### src/rtl/bus_responder85.sv
`default_nettype none
// ============================================================================
// bus_responder85 : 8085 multiplexed-bus slave with windowed decode, byte
//                   array storage and programmable READY wait states.
// Revision 1.0
// ============================================================================
module bus_responder85 #(
  parameter int          AW        = 8,
  parameter logic [15:0] ADDR_BASE = 16'h2000,
  parameter logic [15:0] ADDR_MASK = 16'hFF00,
  parameter bit          IO_SPACE  = 1'b0,
  parameter int          WAITCNT   = 0
) (
  input  logic       clk_,
  input  logic       rst_,
  input  logic       ale,
  input  logic       iom_,
  input  logic       rd_,
  input  logic       wr_,
  input  logic [7:0] addh,
  input  logic [7:0] adin,
  output logic [7:0] adout,
  output logic       adoe,
  output logic       ready,
  output logic       sel
);

  typedef enum logic [1:0] {
    S_IDLE   = 2'd0,
    S_WAIT   = 2'd1,
    S_ACTIVE = 2'd2
  } state_t;

  localparam int         c_DEPTH    = 1 << AW;
  localparam logic [3:0] c_CNT_LOAD = (WAITCNT > 0) ? 4'(WAITCNT - 1) : 4'd0;

  state_t          r_state, w_state_nx;
  logic [AW-1:0]   r_idx;
  logic            r_ready, w_ready_nx;
  logic            r_sel, w_sel_nx;
  logic            r_adoe, w_adoe_nx;
  logic [7:0]      r_adout, w_adout_nx;
  logic [3:0]      r_cnt, w_cnt_nx;
  logic            r_wr_seen, w_wr_seen_nx;
  logic            r_rd_seen, w_rd_seen_nx;
  logic [7:0]      r_wdata, w_wdata_nx;
  logic [7:0]      r_mem [0:c_DEPTH-1];

  logic [15:0]     w_addr_in;
  logic            w_hit;
  logic            w_take_ale;
  logic            w_mem_we;

  // Decode uses the live bus because the latched copy is only valid next clock.
  assign w_addr_in = {addh, adin};
  assign w_hit     = (iom_ == IO_SPACE) && ((w_addr_in & ADDR_MASK) == ADDR_BASE);

  always_comb begin
    w_state_nx   = r_state;
    w_ready_nx   = r_ready;
    w_sel_nx     = r_sel;
    w_adoe_nx    = r_adoe;
    w_adout_nx   = r_adout;
    w_cnt_nx     = r_cnt;
    w_wr_seen_nx = r_wr_seen;
    w_rd_seen_nx = r_rd_seen;
    w_wdata_nx   = r_wdata;
    w_take_ale   = 1'b0;
    w_mem_we     = 1'b0;

    case (r_state)
      S_IDLE: begin
        w_take_ale = ale;
      end
      S_WAIT: begin
        if (r_cnt == 4'd0) begin
          w_ready_nx = 1'b1;
          w_state_nx = S_ACTIVE;
        end else begin
          w_cnt_nx = r_cnt - 4'd1;
        end
      end
      S_ACTIVE: begin
        if (ale) begin
          // Close (or abort) the current access, then treat ALE as from IDLE.
          w_mem_we   = r_wr_seen;
          w_adoe_nx  = 1'b0;
          w_sel_nx   = 1'b0;
          w_state_nx = S_IDLE;
          w_take_ale = 1'b1;
        end else if (!wr_) begin
          w_wdata_nx   = adin;
          w_wr_seen_nx = 1'b1;
          w_adoe_nx    = 1'b0;
        end else if (!rd_) begin
          w_adout_nx   = r_mem[r_idx];
          w_adoe_nx    = 1'b1;
          w_rd_seen_nx = 1'b1;
        end else if (r_wr_seen) begin
          w_mem_we   = 1'b1;
          w_sel_nx   = 1'b0;
          w_state_nx = S_IDLE;
        end else if (r_rd_seen) begin
          w_adoe_nx  = 1'b0;
          w_sel_nx   = 1'b0;
          w_state_nx = S_IDLE;
        end
      end
      default: begin
        w_state_nx = S_IDLE;
      end
    endcase

    if (w_take_ale && w_hit) begin
      w_sel_nx     = 1'b1;
      w_wr_seen_nx = 1'b0;
      w_rd_seen_nx = 1'b0;
      if (WAITCNT == 0) begin
        w_ready_nx = 1'b1;
        w_state_nx = S_ACTIVE;
      end else begin
        w_ready_nx = 1'b0;
        w_cnt_nx   = c_CNT_LOAD;
        w_state_nx = S_WAIT;
      end
    end
  end

  always_ff @(posedge clk_ or posedge rst_) begin
    if (rst_) begin
      r_state   <= S_IDLE;
      r_idx     <= '0;
      r_ready   <= 1'b1;
      r_sel     <= 1'b0;
      r_adoe    <= 1'b0;
      r_adout   <= 8'h00;
      r_cnt     <= 4'd0;
      r_wr_seen <= 1'b0;
      r_rd_seen <= 1'b0;
      r_wdata   <= 8'h00;
    end else begin
      r_state   <= w_state_nx;
      r_ready   <= w_ready_nx;
      r_sel     <= w_sel_nx;
      r_adoe    <= w_adoe_nx;
      r_adout   <= w_adout_nx;
      r_cnt     <= w_cnt_nx;
      r_wr_seen <= w_wr_seen_nx;
      r_rd_seen <= w_rd_seen_nx;
      r_wdata   <= w_wdata_nx;
      if (ale) begin
        r_idx <= w_addr_in[AW-1:0];
      end
    end
  end

  // Commit uses the index of the access being closed, before any new ALE lands.
  always_ff @(posedge clk_) begin
    if (w_mem_we) begin
      r_mem[r_idx] <= r_wdata;
    end
  end

  assign adout = r_adout;
  assign adoe  = r_adoe;
  assign ready = r_ready;
  assign sel   = r_sel;

endmodule
`default_nettype wire

### config.mk
export PLATFORM = sky130hd
export DESIGN_NAME = bus_responder85
export DESIGN_NICKNAME = d
export VERILOG_FILES = /design/src/rtl/bus_responder85.sv
export SDC_FILE = /design/constraint.sdc
export NUM_CORES = 2
export LEC_CHECK = 0
export CORE_UTILIZATION = 25
export DETAILED_ROUTE_END_ITERATION = 7
export HOLD_SLACK_MARGIN = 0.1
export PLACE_DENSITY = 0.43
export SLEW_MARGIN = 5
export SYNTH_ARGS = -nofsm -noshare
export SYNTH_HDL_FRONTEND = slang
export SYNTH_SLANG_ARGS = --single-unit
### constraint.sdc
create_clock -name clk_ -period 3.63 [get_ports clk_]
set_input_delay 0.9075 -clock clk_ [delete_from_list [all_inputs] [get_ports clk_]]
set_output_delay 0.9075 -clock clk_ [all_outputs]
set_load 0.03 [all_outputs]
Figure 1. Placement view.
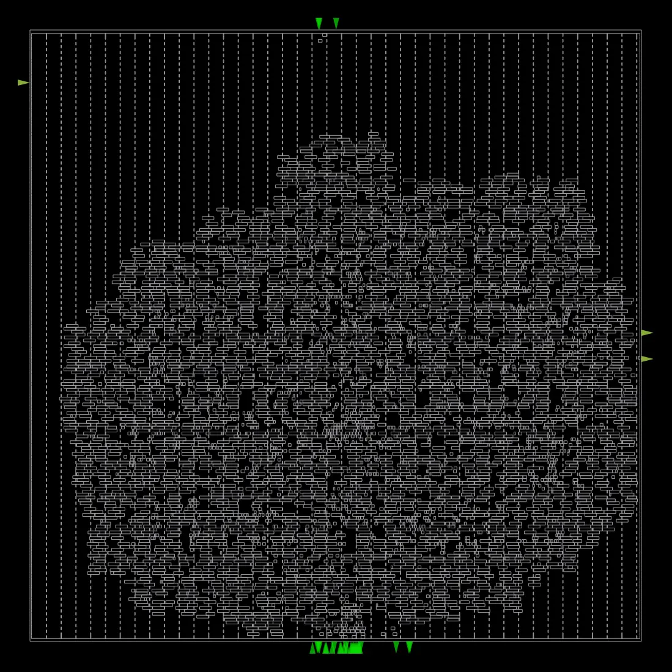
core outline area: 321900 um2
final non-filler cell total: 8892
Fillers: 31.19k
Seq/total area: 63.37%
Post-Route Utilization: 30.53%

Figure 2. Nets reached from selected ports.
(1 px per um)
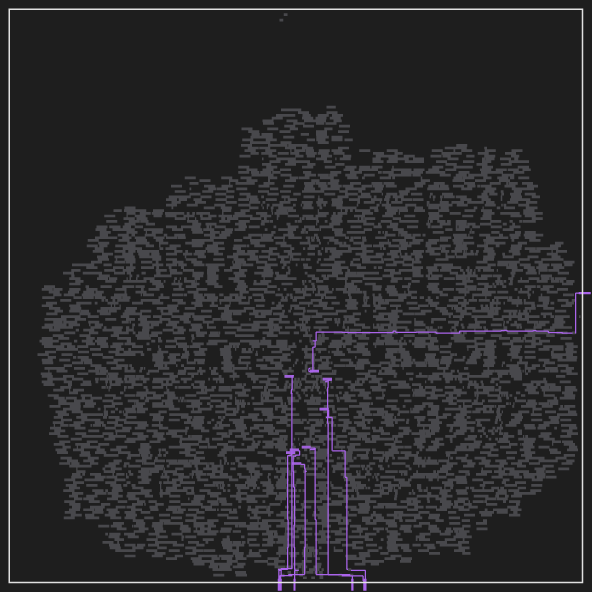
Key: purple = adout [bits 8, direction output, end cells 8, buffers 8, wire 1660 um]
num ports: 33
port buffer count: 31

==> results.env <==
POWER_PER_CELL_AREA_nW_PER_UM2=549.5
FIRST_GLOBAL_VIAS=42431
DRC_ERRORS=0
FINALWORSTSETUPSLACK_NS=0.1831
TOP_USAGE_LAYER='met2'
CRITPATHKIND='reg -> reg'
CTS_ROOT_BUFFER='sky130_fd_sc_hd__clkbuf_16'
ENABLE_FLOP_CELLS=2048
CRIT_PATH_MAX_INCR_DELAY_NS=0.63
TALLY_OF_UNIQUE_SKY130HD_CELLS_USED_AFTER_SYNTHESIS=63
PLACEMENT.SETUP.WORST_SLACK_NS=0.04777
TIMING_HOLD_VIOLATIONS_FINAL=0
SYN_AVG_CELL_AREA_UM2=21.58
YS_FF=2077
ENDPOINT_KIND='register'
RUN_STATUS='completed'
WORST_PATH_BUF_INV=4
CLKSLEWWORSTSETUPHOLDPATHS_NS=0.07
PATH_COMMON_CELL='sky130_fd_sc_hd__buf_12'
CELLLEAKAGEPOWER_nW=31.01
NETLIST.TOP_CELL.BY_AREA='sky130_fd_sc_hd__edfxtp_1'
FIRST_PASS_ITERATION_COUNT_OF_THE_DETAILED_ROUTER=5
DR.FIRST_ITER.DRC_COUNT=3575
MAXIMUM_NUMBER_OF_PINS_ON_ONE_NET_BEFORE_GLOBAL_ROUTE_REPAIR=123
FINALNETCOUNT=4425
LAYOUT-DRIVE-GT1-SHARE_PCT=32.80
FINALSETUPTNS_NS=0
Figure 3. Pin placement.
Pins as bars across the die edge, other pins in grey.
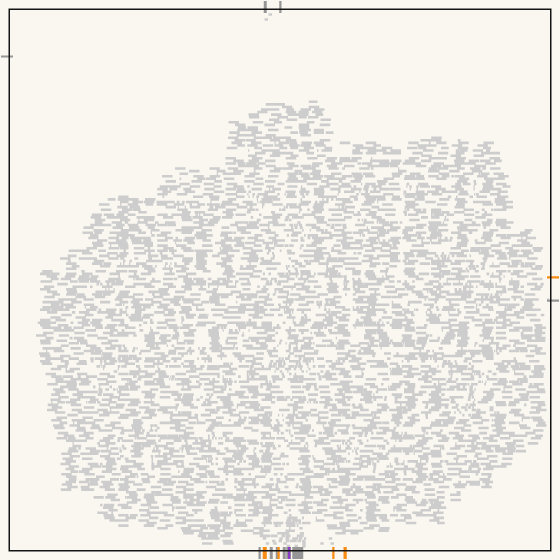
Key: purple = adoe [pins 1, direction output, edge bottom]; orange = adout [pins 8, direction output, edge 7 bottom, 1 right]
All pins by edge: 27 bottom, 3 top, 2 right, 1 left.
horizontal die dimension: 571.8 um
Die Y: 571.8 um

## per-layer routing
metal	wire length [um]	part of all wire, %
met1	108500	45
met3	12720	5.3
met4	5289	2.2
met5	0	0
met2	114100	47
## path summary, 6_finish.rpt
kind | startpoint | slack [ns] | cells past startpoint | end
min in group clk_ | r_rd_seen | 0.51 | 1 | r_rd_seen
min reg2reg | r_rd_seen | 0.51 | 1 | r_rd_seen
max in group asynchronous | rst_ | 2.49 | 2 | r_wdata[3]
min | rst_ | 0.50 | 2 | r_state[1]
max reg2reg | r_idx[1] | 0.18 | 11 | adout[4]
max | r_idx[1] | 0.18 | 11 | adout[4]
## registers in the layout, indices dropped and copies added, names as in the netlist
register and flops:
adoe 1, r_rd_seen 1, r_wdata 8, sel 1, r_wr_seen 1, r_idx 8
r_state 1, adout 8, r_mem 2048
## where the power goes
group	switching, mW	total, mW	internal (mW)
combinational	2.72	4.60	1.88
sequential	0.166	26.4	26.3
clock	9.43	23.0	13.5
total	12.3	54.0	41.7
## synth_stat cells, types with 6 or more instances
master	n
sky130_fd_sc_hd__nand2_1	99
sky130_fd_sc_hd__o21ai_0	25
sky130_fd_sc_hd__buf_1	7
sky130_fd_sc_hd__nand4_1	14
sky130_fd_sc_hd__clkbuf_1	75
sky130_fd_sc_hd__o2111ai_1	8
sky130_fd_sc_hd__nor3_1	10
sky130_fd_sc_hd__edfxtp_1	2048
sky130_fd_sc_hd__mux2_2	35
sky130_fd_sc_hd__buf_4	53
sky130_fd_sc_hd__a22oi_1	56
sky130_fd_sc_hd__nor2_1	288
sky130_fd_sc_hd__dfrtp_1	29
sky130_fd_sc_hd__a31oi_1	20
sky130_fd_sc_hd__a22o_1	15
sky130_fd_sc_hd__mux4_2	499
sky130_fd_sc_hd__buf_6	47
sky130_fd_sc_hd__nand2b_1	11
sky130_fd_sc_hd__mux4_1	18
sky130_fd_sc_hd__a2111oi_0	6
sky130_fd_sc_hd__nand3_1	50
sky130_fd_sc_hd__a21oi_1	42
sky130_fd_sc_hd__a221oi_1	17
sky130_fd_sc_hd__nor2b_1	22
sky130_fd_sc_hd__inv_1	6
sky130_fd_sc_hd__mux2i_1	132
sky130_fd_sc_hd__o22ai_1	6
sky130_fd_sc_hd__buf_2	40
sky130_fd_sc_hd__a211oi_1	13
sky130_fd_sc_hd__o211ai_1	10
## final cells by class
| type | count | share of cell area [%] |
|---|---|---|
| inverters | 6 | 0.02292 |
| repair buffers | 641 | 5.841 |
| clock inverters | 124 | 1.342 |
| flip-flops and latches | 2077 | 63.37 |
| diodes | 4 | 0.01019 |
| multi-input cells | 1451 | 17.86 |
| well taps | 4305 | 5.481 |
| clock buffers | 284 | 6.070 |
## what timing repair did
item / CTS / global route
hold buffers: 0 / 0
resized: 0 / 2
endpoints found under the setup margin: 0 / 2
buffers inserted: 0 / 0
## kinds of logic (layout without fill, tap and decap cells)
| kind of cell | count (synthesis) | after routing | synth area share (%) |
|---|---|---|---|
| AOI/OAI and AO/OA | 252 | 252 | 2.210 |
| DFF | 2077 | 2077 | 76.65 |
| other | 1 | 5 | 0.004620 |
| and+or+nand+nor | 514 | 514 | 2.704 |
| buffers and inverters | 233 | 1055 | 1.888 |
| muxes | 684 | 684 | 16.54 |
Power figures rest on the tool's default switching activity, not on a simulated workload.
